--- src/rtl/weight_mem_reader.sv ---
// Weight SRAM burst reader: on a weight_buffer request, streams a mode-dependent
// number of 64-bit words from the weight SRAM with a persistent read pointer.
package weight_mem_reader_pkg;
    typedef enum logic [1:0] {
        MODE_NONE = 2'd0,
        MODE1     = 2'd1,
        MODE2     = 2'd2,
        MODE3     = 2'd3
    } op_mode_e;
endpackage

module weight_mem_reader
    import weight_mem_reader_pkg::*;
#(
    parameter int ADDR_W      = 12,
    parameter int WORDS_MODE1 = 88,
    parameter int WORDS_MODE2 = 44,
    parameter int WORDS_MODE3 = 22
) (
    input  logic              clk,
    input  logic              rst_n,
    input  op_mode_e          mode_in,
    input  logic              mem_req,
    input  logic              load_base,
    input  logic [ADDR_W-1:0] base_addr,
    input  logic              flush,
    output logic              sram_rd_en,
    output logic [ADDR_W-1:0] sram_addr,
    input  logic [63:0]       sram_rdata,
    output logic              mem_data_valid,
    output logic [63:0]       weight_data,
    output logic              busy,
    output logic              burst_done
);

    localparam int MAX_12    = (WORDS_MODE1 > WORDS_MODE2) ? WORDS_MODE1 : WORDS_MODE2;
    localparam int MAX_WORDS = (MAX_12 > WORDS_MODE3) ? MAX_12 : WORDS_MODE3;
    localparam int CNT_W     = $clog2(MAX_WORDS + 1);

    typedef enum logic [2:0] {IDLE, FETCH, DRAIN, DONE, WAIT_REL} state_e;

    state_e            state;
    logic [ADDR_W-1:0] rd_ptr;
    logic [ADDR_W-1:0] start_q;
    logic [CNT_W-1:0]  burst_len;
    logic [CNT_W-1:0]  issue_cnt;
    logic [CNT_W-1:0]  deliv_cnt;
    logic              rd_en_q;
    logic              rd_pend;

    logic [CNT_W-1:0]  req_len;
    logic [ADDR_W-1:0] start_addr;
    logic              abort;

    // NOTE: every combinational output gets a default before the case so no latch is inferred.
    always_comb begin
        req_len = '0;
        case (mode_in)
            MODE1:   req_len = CNT_W'(WORDS_MODE1);
            MODE2:   req_len = CNT_W'(WORDS_MODE2);
            MODE3:   req_len = CNT_W'(WORDS_MODE3);
            default: req_len = '0;
        endcase
    end

    assign start_addr = load_base ? base_addr : rd_ptr;
    assign abort      = flush && (state == FETCH || state == DRAIN);
    // Flush must kill the read strobe in the cycle it arrives, so it gates the registered enable.
    assign sram_rd_en = rd_en_q && !abort;
    assign busy       = (state == FETCH) || (state == DRAIN) || (state == DONE);

    // NOTE: all state is updated with non-blocking assignments so every flop samples pre-edge values.
    always_ff @(posedge clk or negedge rst_n) begin
        if (!rst_n) begin
            state          <= IDLE;
            rd_ptr         <= '0;
            start_q        <= '0;
            burst_len      <= '0;
            issue_cnt      <= '0;
            deliv_cnt      <= '0;
            rd_en_q        <= 1'b0;
            rd_pend        <= 1'b0;
            sram_addr      <= '0;
            mem_data_valid <= 1'b0;
            weight_data    <= '0;
            burst_done     <= 1'b0;
        end else begin
            // Two-stage return path: strobe -> SRAM data -> registered weight word.
            rd_pend        <= sram_rd_en;
            mem_data_valid <= rd_pend && !abort;
            burst_done     <= 1'b0;
            if (rd_pend && !abort) begin
                weight_data <= sram_rdata;
                deliv_cnt   <= deliv_cnt + CNT_W'(1);
            end

            case (state)
                IDLE: begin
                    if (load_base) rd_ptr <= base_addr;
                    if (mem_req) begin
                        burst_len <= req_len;
                        start_q   <= start_addr;
                        sram_addr <= start_addr;
                        issue_cnt <= '0;
                        deliv_cnt <= '0;
                        if (req_len == '0) begin
                            state      <= DONE;
                            burst_done <= 1'b1;
                        end else begin
                            rd_en_q <= 1'b1;
                            state   <= FETCH;
                        end
                    end
                end
                FETCH: begin
                    if (abort) begin
                        rd_en_q <= 1'b0;
                        state   <= WAIT_REL;
                    end else begin
                        issue_cnt <= issue_cnt + CNT_W'(1);
                        if (issue_cnt == burst_len - CNT_W'(1)) begin
                            rd_en_q <= 1'b0;
                            state   <= DRAIN;
                        end else begin
                            sram_addr <= sram_addr + ADDR_W'(1);
                        end
                    end
                end
                DRAIN: begin
                    if (abort) begin
                        state <= WAIT_REL;
                    end else if (rd_pend && deliv_cnt == burst_len - CNT_W'(1)) begin
                        state      <= DONE;
                        burst_done <= 1'b1;
                    end
                end
                DONE: begin
                    rd_ptr <= start_q + ADDR_W'(burst_len);
                    state  <= WAIT_REL;
                end
                WAIT_REL: begin
                    if (load_base) rd_ptr <= base_addr;
                    if (!mem_req) state <= IDLE;
                end
                default: state <= IDLE;
            endcase
        end
    end

endmodule

--- config.mk ---
export PLATFORM = sky130hd
export DESIGN_NAME = weight_mem_reader
export DESIGN_NICKNAME = d
export VERILOG_FILES = /design/src/rtl/weight_mem_reader.sv
export SDC_FILE = /design/constraint.sdc
export NUM_CORES = 1
export LEC_CHECK = 0
export CORE_MARGIN = 5
export CORE_UTILIZATION = 40
export DETAILED_ROUTE_END_ITERATION = 12
export GPL_TIMING_DRIVEN = 0
export PLACE_DENSITY = 0.71
export SLEW_MARGIN = 10
export SYNTH_ARGS = -nofsm -noshare
export SYNTH_HDL_FRONTEND = slang
export SYNTH_SLANG_ARGS = --single-unit
--- constraint.sdc ---
create_clock -name clk -period 2 [get_ports clk]
set_input_delay 0.3 -clock clk [delete_from_list [all_inputs] [get_ports clk]]
set_output_delay 0.3 -clock clk [all_outputs]
set_load 0.02 [all_outputs]
==> run_1/power_grid.png <==
(3 px per µm) Pins as bars on the die edge.
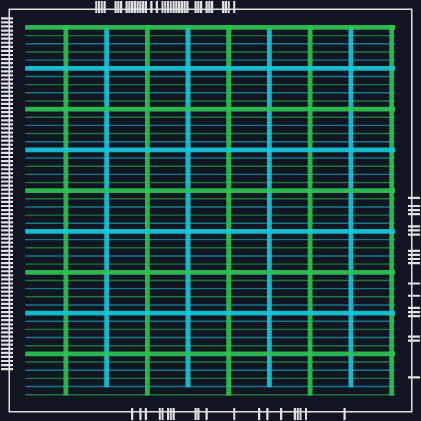
Key: cyan = VDD; green = VSS
9 straps on met4. 163 signal pins sit on the boundary.

==> run_1/placement_by_type.png <==
(2 px per µm) Fill, decap, tap and diode cells in grey.
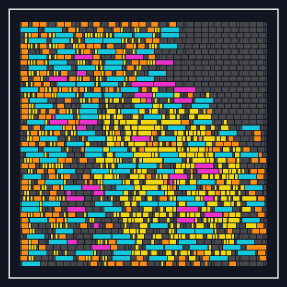
Key: yellow = combinational and other logic [cells 505]; orange = other buffers and delay cells [cells 217]; magenta = clock drivers and dummy loads [cells 32]; cyan = flops [cells 127]

==> results.txt, run 1 <==
Quick summary of the implementation run below.

The run finished, with violations left. The checks that failed: setup timing. The share of synthesized area in the top cell type comes to 0.5195.

Row generation in the floorplan step produced around 45 rows. The endpoint kind of the worst setup timing path is a flop. Synthesis produced ~660 cells. In this run the most used layer during global routing was met2. The biggest slice of the total power is consumed by combinational cells. The post-route worst setup slack came out at -195.4 ps. The total setup violations reported at the end of the flow came out at 17. Ranking logic cells in the layout by count gives the top entries sky130_fd_sc_hd__nand2_1, sky130_fd_sc_hd__clkdlybuf4s50_1, sky130_fd_sc_hd__dfrtp_1. The last weighted congestion value of the routability-driven placer came out at 0.7957. The CTS H-tree depth came out at 4. The most used flip-flop cell after synthesis is sky130_fd_sc_hd__dfrtp_1. The post-layout instance count excluding filler cells is 1,069. The type recorded for the worst min-delay path is input port to async pin. The first global-routing pass estimated about 29,000 µm of wire. Routing resource usage on met3 recorded by global route was 0.09215. Summed over all routing layers, the global router reports a total usage of 0.2027. The relative contribution of the clock network to total power came out at 0.213. The most numerous cell type found on the critical path is sky130_fd_sc_hd__o211ai_1. The met2 layer wire length in the routed design is about 8000 µm. The global route total overflow came out at 0. The final count of pins violating max slew came out at 0. The most frequently used library cell after synthesis is sky130_fd_sc_hd__nand2_1. The count of buffer and inverter cells on the critical path is 1. Yosys shows that the main logic family after synthesis is simple AND/OR/NAND/NOR gates. The power consumed by the clock network came out at 0.00353 W. The parity-gate share of the synthesized area counting xor and xnor cells is 0.05154. The timing report gives the biggest stage delay along the critical path as 460 ps. The clock-pin slew of the registers on the worst-case setup and hold paths is ~60 ps. In this run, placement finished with an instance count of 1,014.

The final layout report lists a filler cell count of 1,279. For reference, the most critical setup path is categorized as flop to flop. The layout-stage area growth over the synthesis result is 50.21%. The global routing met2 resource utilization came out at 0.3121.

The leakage power is 4.256 nW. The post-cts hold buffer count came out at 1. The required time reported for the critical path endpoint came out at around 2300 ps.

The diode insertion count for antenna repair is 0. The first-iteration detailed-routing DRC count is 332. The net switching component of the power is between 0.006 and 0.007 W. The number of max-cap violations is 0.

The cell area that synthesis handed to floorplanning was 6117 µm². After clock tree synthesis, the setup repair step added 16 buffers. The maximum fanout count along the critical path came out at 5.

The power consumed by sequential cells came out at 0.00474 W. After synthesis, the share of cell area in mux cells is 0.02475.
==> run_1/clk_routes.png <==
(4 px per µm)
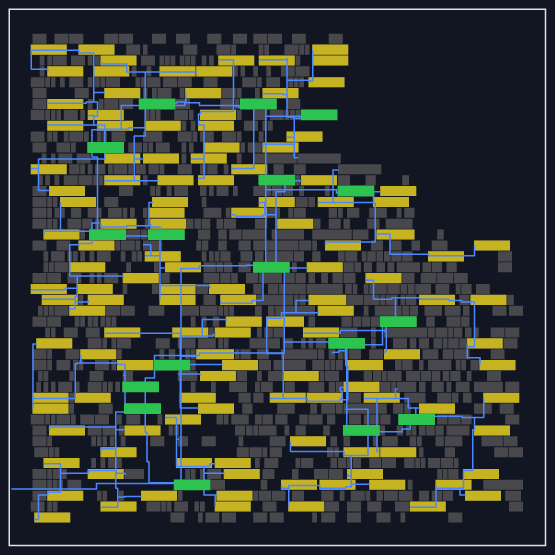
Key: blue = clock wires [length 1,820 µm]; green = clock drivers [count 17]; yellow = flip-flops [count 127]
There are 18 routed clock nets. Position of the flops: spread over the die.

## run 1: metrics by stage
| step | cell area [µm²] | total power, W | util | setup TNS (ps) |
|---|---|---|---|---|
| after global placement | 8005 | 0.01213 | 0.5305 | -619240 |
| after detailed placement | 8034 | 0.01223 | 0.5324 | -36310 |
| after CTS | 9011 | 0.01633 | 0.5972 | -1578 |
| final | 9189 | 0.01658 | 0.6090 | -1993 |
| after floorplan | 6158 | 0.009133 | - | -89.10 |
| after global routing | 9189 | 0.01766 | 0.6090 | -3522 |
## run 1: cell type report
type	instances	area (µm²)	area share
inverters	12	47.55	0.005174
multi-input cells	493	3023	0.3290
flip-flops and latches	127	3183	0.3464
well taps	188	235.2	0.02560
clock inverters	9	177.7	0.01934
plain buffers	32	193.9	0.02111
repair buffers	185	1831	0.1992
clock buffers	23	498.0	0.05419
## run 1: worst reg2reg max path: cells and delay by family (launching register included)
family	cells	cell delay, ps
simple gates	3	820
flops	1	460
compound gates	2	290
xor+xnor	1	290
fa+ha+maj	1	160
buf+inv	1	100
## run 1: final timing paths
check / slack (ps) / from / to / depth (start not counted)
min in group clk: 400 / sram_rdata[16] / weight_data[16] / 3
setup / recovery: -200 / burst_len[1] / sram_addr[11] / 8
hold reg to reg: 470 / weight_data[17] / weight_data[17] / 2
hold / removal: 380 / rst_n / sram_addr[9] / 2
max in group asynchronous: 840 / rst_n / burst_len[2] / 3
setup reg to reg: -200 / burst_len[1] / sram_addr[11] / 8
## run 1: registers in the layout, indices dropped and copies added (netlist names)
| register | count |
|---|---|
| deliv_cnt | 7 |
| rd_en_q | 1 |
| burst_done | 1 |
| issue_cnt | 7 |
| rd_ptr | 12 |
| rd_pend | 1 |
| sram_addr | 12 |
| mem_data_valid | 1 |
| weight_data | 64 |
| burst_len | 6 |
| state | 3 |
| start_q | 12 |
==> run 2: changes to the inputs <==
--- a/config.mk
+++ b/config.mk
@@ -9,6 +9,7 @@
 export CORE_UTILIZATION = 40
 export DETAILED_ROUTE_END_ITERATION = 12
 export GPL_TIMING_DRIVEN = 0
+export MAX_ROUTING_LAYER = met4
 export PLACE_DENSITY = 0.71
 export SLEW_MARGIN = 10
 export SYNTH_ARGS = -nofsm -noshare
==> run_2/power_grid.png <==
(3 px per µm) Pins as bars on the die edge.
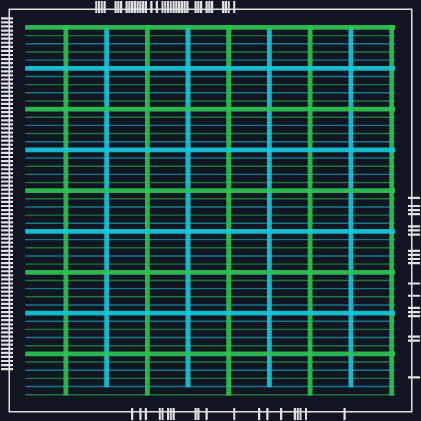
highest ir drop seen on vdd: 1.057 mV
core box area: 15,090 µm²
vertical die dimension: 133.7 µm
die width: 133.7 µm

==> run 2 against run 1 <==
  * The run still ends with setup timing left
  * Clock skew is 4.2 ps higher
  * Count of clock-buffer cells in the layout unchanged
  * Die area is the same
  * Utilization is 0.19 points lower
  * Register-to-register slack about the same
  * Critical endpoint unchanged
==> results.txt, run 2 <==
Quick summary of the implementation run below.

The cell area after placement came out at 8034 µm² (unchanged). The parity-gate share of the synthesized area counting xor and xnor cells came out at 0.05154 (unchanged). The cell area after layout came to 9160 µm² (-0.31%). The chip area is 17,870 µm².

The class of the worst hold path is input port to async pin. In this run the count of I/O pins placed on the die edge is roughly 160. The post-route worst setup slack was -196.1 ps (-0.7110 ps). In the global route stage, met1 resource usage came out at 0.2652.

The post-layout instance count excluding filler cells came out at 1,068 (-0.094%). The first-iteration detailed-routing DRC count came out at 417 (+26%). The number of instances in the synthesized netlist came to 664 (unchanged).

The clock-pin slew of the registers on the worst-case setup and hold paths is 60 ps (about the same). Per STA, the worst path is made up of inv_2 -> ha_4 -> nor3b_4 -> xnor3_1 -> nand4bb_4 -> o211ai_1 -> or4_1 -> o211ai_1. sky130_fd_sc_hd__dfrtp_1 takes more of the synthesized area than any other cell. The required time reported for the critical path endpoint came to 2340 ps (about the same). The average cell area after synthesis is roughly 9.2 µm². The library cell used most frequently in the layout, excluding fill and tap cells, is sky130_fd_sc_hd__nand2_1. The global routing met2 resource utilization is 0.3121 (unchanged). The final-report hold violation count is 0. The diode insertion count for antenna repair is 0 (unchanged). TritonCTS built the clock tree. The net switching component of the power came out at 0.006648 W (-0.37%). The met3 track demand over resource is 0.07628 (-0.01586). The top-area cell type share of the netlist area is 0.5195 (unchanged).

The root buffer cell chosen for the clock tree is sky130_fd_sc_hd__clkbuf_16. The length in cells of the worst reg-to-reg path is 8 (unchanged). The worst-case register-to-register setup slack came out at -200 ps (about the same). Looking at the reg2reg group, the worst path ends at sram_addr[11]. The internal power of the cells is 0.009843 W. The total setup violations reported at the end of the flow came out at 17 (unchanged).

In the post-synthesis netlist, the cell with the most instances is sky130_fd_sc_hd__nand2_1. The mux contribution to synthesized area is 0.02475 (unchanged). The worst pin sits at a relative slew slack of 0.6425. The HPWL reported at the end of detailed placement is between 10,000 and 15,000 µm. The average wire per cell in the routed design came out at 16.78 µm. The floorplan row count is 45 (unchanged). In this run the most used layer during global routing was met2.

The maximum buffer depth of the clock tree came out at 2. The via-per-instance ratio came out at between 5 and 6. The number of placed instances with taps included is 1,014 (unchanged). Looking at the max-slew report, the worst-margin pin has a slew of between 500 and 600 ps. The count of distinct cell types in the synthesized netlist is 63. More flip-flops sit in one register than any other, and that register is weight_data. Setup repair after global routing could not meet its margin everywhere. The synth_stat.txt file lists the number of cells as 664. The TritonCTS buffer count came out at 17.

The hold slack came out at 380.6 ps. The last weighted congestion value of the routability-driven placer came out at 0.8070 (+1.4%). The flow ran to the end, but the final reports show violations. The pin count of the biggest net entering global routing came out at 80. The number of nets in the synthesized netlist is about 760. Ranked by instance count, the synthesized netlist is headed by sky130_fd_sc_hd__nand2_1, sky130_fd_sc_hd__dfrtp_1, sky130_fd_sc_hd__nor2_1.

The layout-stage area growth over the synthesis result came out at 49.74%. The CTS H-tree depth came out at 4 (unchanged). In this run the critical register-to-register path is launched from burst_len[1]. The most numerous cell type found on the critical path is sky130_fd_sc_hd__o211ai_1. The wire length of the first global-routing pass came out at 28,480 µm (-0.41%).

The highest cell delay on the worst timing path came out at 460 ps (about the same). The period utilization is 1.098. The number of global-route vias before repair is between 5,000 and 6,000. The switching share of total power came out at 0.4031.

Among the non-sequential cells, simple AND/OR/NAND/NOR gates take the most area. The clock net sink count came out at 127. The synthesized cell area came to 6117 µm² (unchanged).

The checks that failed: setup timing. The leakage power came out at 4.244 nW (-0.29%). The count of buffer and inverter cells on the critical path is 1 (unchanged). Per the synthesis report, the simple-gate share of the synthesized area is 0.2459. Per the synth stats, the flop cell with the highest instance count is sky130_fd_sc_hd__dfrtp_1. The number of flip-flops under the largest register name came out at 64 (unchanged). The cell-mix breakdown from Yosys lists the compound-gate area share as 0.09716.

The detail route stage leaves a number of antenna-violating nets equal to 0. The shortest clock period the worst path allows after layout is 2196 ps. The global router's overall resource usage was 0.2084 (+0.005709). The aggregate routed wire length is between 15,000 and 20,000 µm.

The number of max-cap violations is 0 (unchanged). The adder and majority gate portion of the synthesized area came out at 0.03191. Total power normalized to cell area comes to 1800 nW/µm². The top cell types in the final layout, fill and taps aside, are sky130_fd_sc_hd__nand2_1, sky130_fd_sc_hd__clkdlybuf4s50_1, sky130_fd_sc_hd__dfrtp_1. The final count of pins violating max slew came to 0 (unchanged). The global route total overflow came out at 0 (unchanged). The type of the worst setup path is flop to flop. The endpoint kind of the worst setup timing path is a flop. The Yosys chip area is 6117 µm². The signal arrival time at the worst endpoint came out at ~2500 ps.

The setup slack after placement came out at -676.8 ps. The maximum fanout count along the critical path is 5 (unchanged). The initial core utilization is 0.4054. The top achievable clock speed is 455.3 MHz.
==> run_2/clk_routes.png <==
(4 px per µm)
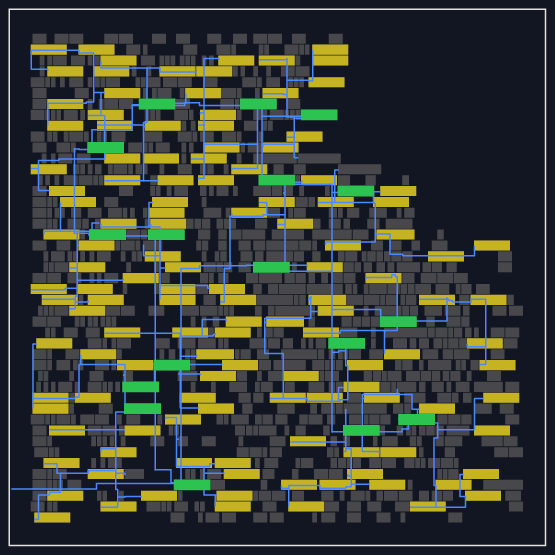
share of power burned in the clock network: 0.214
clock latency on the worst-skew pair: 420 ps
power in the clock group: 0.00353 W
Clock Skew: 11.60 ps

## run 2: power by group through the flow
stage / registers (W) / clock network, W / logic (W)
floorplan: 0.00551 / 0 / 0.00363
global placement: 0.00467 / 0 / 0.00746
detailed placement: 0.00470 / 0 / 0.00753
CTS: 0.00471 / 0.00358 / 0.00805
global route: 0.00492 / 0.00370 / 0.00896
finish: 0.00473 / 0.00353 / 0.00823
## run 2: through the flow
step                        util  TNS (ps)  total power, W
final                     0.6070     -1917         0.01649
after global routing      0.6070     -3537         0.01758
after CTS                 0.5972     -1578         0.01633
after detailed placement  0.5324    -36310         0.01223
after global placement    0.5305   -619240         0.01213
after floorplan                -    -89.10        0.009133
## run 2: layout make-up
cell class	instances	area, µm²
clock inverters	9	177.7
inverters	12	47.55
repair buffers	184	1823
well taps	188	235.2
multi-input cells	493	3018
plain buffers	32	177.7
flip-flops and latches	127	3183
fillers	1284	5929
clock buffers	23	498.0
## run 2: worst max path at each step
stage,start,endpoint,slack [ps],cells after the start
detailed placement,flush,sram_addr[4],-680,7
floorplan,burst_len[1],rd_ptr[7],-30,8
global route,burst_len[1],sram_addr[7],-270,9
global placement,rst_n,weight_data[41],-4590,1
CTS,burst_len[1],sram_addr[11],-190,8
finish,burst_len[1],sram_addr[11],-200,8
## run 2: metal layers
metal,part of all wire,vias to the layer above
met1,0.42,2572
met2,0.46,224
met3,0.10,21
met5,0,-
met4,0.015,0
li1,-,2639
## run 2: repair_timing
item,4_1_cts,5_1_grt
hold buffers,1,0
resized,63,35
pin swaps,13,28
gates cloned,0,1
setup buffers,16,5
hold endpoints to repair,48,0
endpoints found under the setup margin,98,100
No activity file was given, so power comes from the tool's default toggle rates.
